**src/rtl/masked_sbox_sched_pkg.sv**
```systemverilog
// Shared types and constants for the masked S-box scheduler.
package masked_sbox_sched_pkg;

    typedef enum logic [1:0] {
        IDLE  = 2'd0,
        KEY   = 2'd1,
        STATE = 2'd2,
        DRAIN = 2'd3
    } sched_state_t;

    localparam logic SEL_STATE = 1'b0;
    localparam logic SEL_KEY   = 1'b1;

    localparam int NUM_STATE_BYTES = 16;
    localparam int NUM_KEY_BYTES   = 4;

    // Byte-counter values at which a phase ends (5-bit counter).
    localparam logic [4:0] LAST_KEY_CNT   = 5'(NUM_KEY_BYTES - 1);
    localparam logic [4:0] LAST_STATE_CNT = 5'(NUM_STATE_BYTES - 1);
    localparam logic [3:0] LAST_STATE_IDX = 4'(NUM_STATE_BYTES - 1);

    typedef struct packed {
        logic       valid;
        logic       sel;
        logic [3:0] idx;
    } tag_t;

endpackage

```
**src/rtl/masked_sbox_sched_tag_pipe.sv**
```systemverilog
// sbox_tag_pipe: LAT-deep tag shift register that mirrors the masked S-box
// pipeline. All stages advance together on en and clear on async reset.
module sbox_tag_pipe
    import masked_sbox_sched_pkg::*;
#(
    parameter int LAT = 4
) (
    input  logic clk,
    input  logic rst_n,
    input  logic en,
    input  tag_t tag_in,
    output tag_t tag_out
);

    tag_t stage_q [LAT];

    // Shift tags one stage per advancing cycle; hold on stall.
    always_ff @(posedge clk or negedge rst_n) begin
        if (!rst_n) begin
            for (int i = 0; i < LAT; i++) stage_q[i] <= '0;
        end else if (en) begin
            stage_q[0] <= tag_in;
            for (int i = 1; i < LAT; i++) stage_q[i] <= stage_q[i-1];
        end
    end

    assign tag_out = stage_q[LAT-1];

endmodule

```
**src/rtl/masked_sbox_sched.sv**
```systemverilog
// masked_sbox_sched: issues key-schedule bytes then state bytes into the
// shared masked S-box and tracks them by tag until they return.
// Build option: MASKED_SBOX_SCHED_RND_STALL_EN makes rnd_valid gate every
// pipeline advance; otherwise rnd_valid is ignored.
//
// state | meaning
// IDLE  | waiting for start; S-box pipeline frozen
// KEY   | issuing key-schedule bytes 0..3
// STATE | issuing state bytes 0..15
// DRAIN | no issue; waiting for state byte 15 to return
module masked_sbox_sched
    import masked_sbox_sched_pkg::*;
#(
    parameter int LAT = 4
) (
    input  logic       clk,
    input  logic       rst_n,
    input  logic       start,
    input  logic       key_en,
    input  logic       rnd_valid,
    output logic       busy,
    output logic       done,
    output logic       issue_valid,
    output logic       issue_sel,
    output logic [3:0] issue_idx,
    output logic       sbox_en,
    output logic       ret_valid,
    output logic       ret_sel,
    output logic [3:0] ret_idx
);

    sched_state_t state_q, state_d;
    logic [4:0]   cnt_q, cnt_d;
    logic         adv;
    tag_t         issue_tag;
    tag_t         tail_tag;

`ifdef MASKED_SBOX_SCHED_RND_STALL_EN
    assign adv = rnd_valid;
`else
    logic unused_rnd_valid;
    assign unused_rnd_valid = rnd_valid;
    assign adv = 1'b1;
`endif

    // State and byte counter registers.
    always_ff @(posedge clk or negedge rst_n) begin
        if (!rst_n) begin
            state_q <= IDLE;
            cnt_q   <= '0;
        end else begin
            state_q <= state_d;
            cnt_q   <= cnt_d;
        end
    end

    // Next-state, issue and completion decode.
    always_comb begin
        state_d     = state_q;
        cnt_d       = cnt_q;
        issue_valid = 1'b0;
        issue_sel   = SEL_STATE;
        issue_idx   = '0;
        done        = 1'b0;
        busy        = (state_q != IDLE);
        sbox_en     = busy & adv;
        case (state_q)
            IDLE: begin
                cnt_d = '0;
                if (start) state_d = key_en ? KEY : STATE;
            end
            KEY: begin
                if (adv) begin
                    issue_valid = 1'b1;
                    issue_sel   = SEL_KEY;
                    issue_idx   = cnt_q[3:0];
                    if (cnt_q == LAST_KEY_CNT) begin
                        state_d = STATE;
                        cnt_d   = '0;
                    end else begin
                        cnt_d = cnt_q + 5'd1;
                    end
                end
            end
            STATE: begin
                if (adv) begin
                    issue_valid = 1'b1;
                    issue_sel   = SEL_STATE;
                    issue_idx   = cnt_q[3:0];
                    if (cnt_q == LAST_STATE_CNT) begin
                        state_d = DRAIN;
                        cnt_d   = '0;
                    end else begin
                        cnt_d = cnt_q + 5'd1;
                    end
                end
            end
            DRAIN: begin
                if (adv && tail_tag.valid && tail_tag.sel == SEL_STATE &&
                    tail_tag.idx == LAST_STATE_IDX) begin
                    done    = 1'b1;
                    state_d = IDLE;
                end
            end
            default: state_d = IDLE;
        endcase
    end

    assign issue_tag = '{valid: issue_valid, sel: issue_sel, idx: issue_idx};

    sbox_tag_pipe #(.LAT(LAT)) u_tag_pipe (
        .clk     (clk),
        .rst_n   (rst_n),
        .en      (sbox_en),
        .tag_in  (issue_tag),
        .tag_out (tail_tag)
    );

    // A return is only presented on an advancing cycle; tag fields are
    // zeroed otherwise so a stalled tail never looks like a result.
    assign ret_valid = tail_tag.valid & sbox_en;
    assign ret_sel   = ret_valid & tail_tag.sel;
    assign ret_idx   = ret_valid ? tail_tag.idx : 4'd0;

endmodule

```
**config.mk**
```make
export PLATFORM = sky130hd
export DESIGN_NAME = masked_sbox_sched
export DESIGN_NICKNAME = d
export VERILOG_FILES = /design/src/rtl/masked_sbox_sched_pkg.sv /design/src/rtl/masked_sbox_sched_tag_pipe.sv /design/src/rtl/masked_sbox_sched.sv
export SDC_FILE = /design/constraint.sdc
export NUM_CORES = 1
export LEC_CHECK = 0
export ABC_AREA = 0
export CAP_MARGIN = 5
export CORE_MARGIN = 2
export CORE_UTILIZATION = 56
export CTS_BUF_LIST = sky130_fd_sc_hd__clkbuf_4 sky130_fd_sc_hd__clkbuf_8
export DETAILED_ROUTE_END_ITERATION = 8
export PLACE_DENSITY = 0.85
export SLEW_MARGIN = 20
export SYNTH_ARGS = -nofsm -noshare
export SYNTH_HDL_FRONTEND = slang
export SYNTH_SLANG_ARGS = --single-unit
```
**constraint.sdc**
```tcl
create_clock -name clk -period 2.4 [get_ports clk]
set_input_delay 0.72 -clock clk [delete_from_list [all_inputs] [get_ports clk]]
set_output_delay 0.72 -clock clk [all_outputs]
set_load 0.005 [all_outputs]
```
### Register map, names as in the netlist

The bar under the picture is 20 µm long. Other sequential cells in the stronger gray, the rest of the logic in the fainter gray.
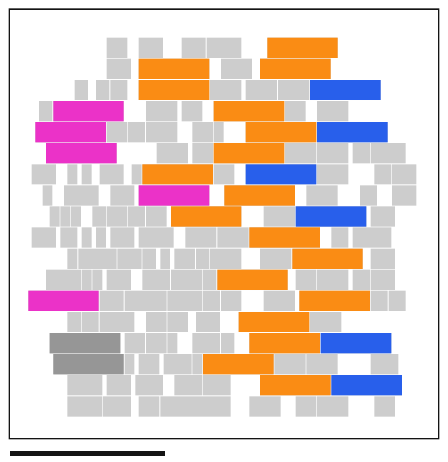
[`u_tag_pipe.tag_out`] blue | flops: 6
[`cnt_q`] magenta | flops: 5
[`u_tag_pipe.stage_q`] orange | flops: 18
not colored: 2
Seq/total area: 0.419
final core occ: 0.748
Power Sequential: 0.522 mW
register area: 776 µm²

### Cell classes on the final placement

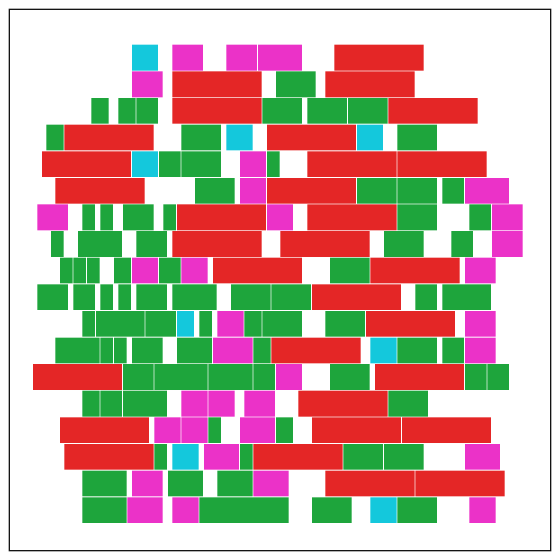
[remaining buffers and delay cells] magenta | cells: 32
[registers] red | cells: 31
[remaining logic cells] green | cells: 83
[clock drivers and dummy loads] cyan | cells: 8
core box area: 0.00248 mm²
design area: 0.00185 mm²
# rows: 18

### Routing congestion map

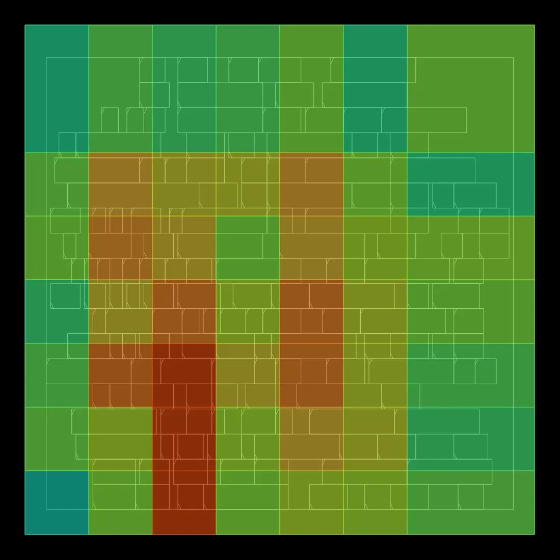
met2 Track Usage GR: 0.397
DR WL/cell: 15.5 µm
met3 Resource Use GR: 0.0806
met1 Use GR: 0.251

==> impl_metrics.py <==
# Metrics from the implementation run
metrics = {
    "routing": {
        "ant_nets": 0,
        "drt_wl_total_mm": 2.85,
        "drc": 0,
        "first_pass_iters": 4,
    },
    "logic_synthesis": {
        "xor_share": 0,
        "logic_family": "multiplexers",
        "syn_inst": 117,
        "ff_type": "dfrtp_1",
        "yosysWarnings": 0,
        "most_common_cell": "dfrtp_1",
        "simple_gate_share": 0.105,
        "netlist_area_mm2": 0.00147,
        "area_leaders": "dfrtp_1, mux2_2, ha_1",
        "synth_top_area_share": 0.529,
        "mappedNetlistNets": 130,
    },
    "cells_and_area": {
        "inv_count": 9,
        "largest_reg_flops": 18,
        "final_cell_mix": "dfrtp_1, mux2_2, buf_4",
        "logic_area_um2": 668,
        "comb_cells": 74,
        "nets": 166,
        "flops": 31,
        "clk_share": 0.0311,
    },
    "pwr": {
        "pg_clk_mw": 0.306,
        "leakagePower_nw": 0.986,
        "totalPowerFinal_mw": 0.844,
        "comb_power_share": 0.019,
        "seqPwrFrac": 0.618,
        "pg_comb_mw": 0.0161,
    },
    "global_routing": {
        "grt_pass1_vias": 1032,
        "top_usage_layer": "met2",
    },
    "cts": {
        "cts-hold-fix-buffers": 0,
        "clockBufferDepth": 2,
        "cts_tree": "done",
        "numCtsBuffers": 5,
        "postCtsResizedCells": 18,
    },
    "flow_run": {
        "maxCapViolCount": 0,
    },
    "worst_hold_path": {
        "min-delay-start": "u_tag_pipe.stage_q[16]$_DFFE_PN0P_",
    },
    "critical_path": {
        "slowest_delay_ps": 420,
        "crit_type": "flip-flop to output port",
        "rr_startpoint": "cnt_q[0]$_DFFE_PN0P_",
        "path_depth": 5,
        "cp.required_ps": 1680,
    },
    "placed_design": {
        "place_congestion": 0.758,
        "dp.cells": 167,
        "port_buffers": 18,
    },
    "timing": {
        "relSlewSlack": 0.741,
        "post-route-min-period_ps": 2340,
    },
    "run_status": {
        "outcome": "finished, final reports clean",
    },
    "die": {
        "initCoreUtil": 0.592,
    },
}
No activity file was given, so power comes from the tool's default toggle rates.
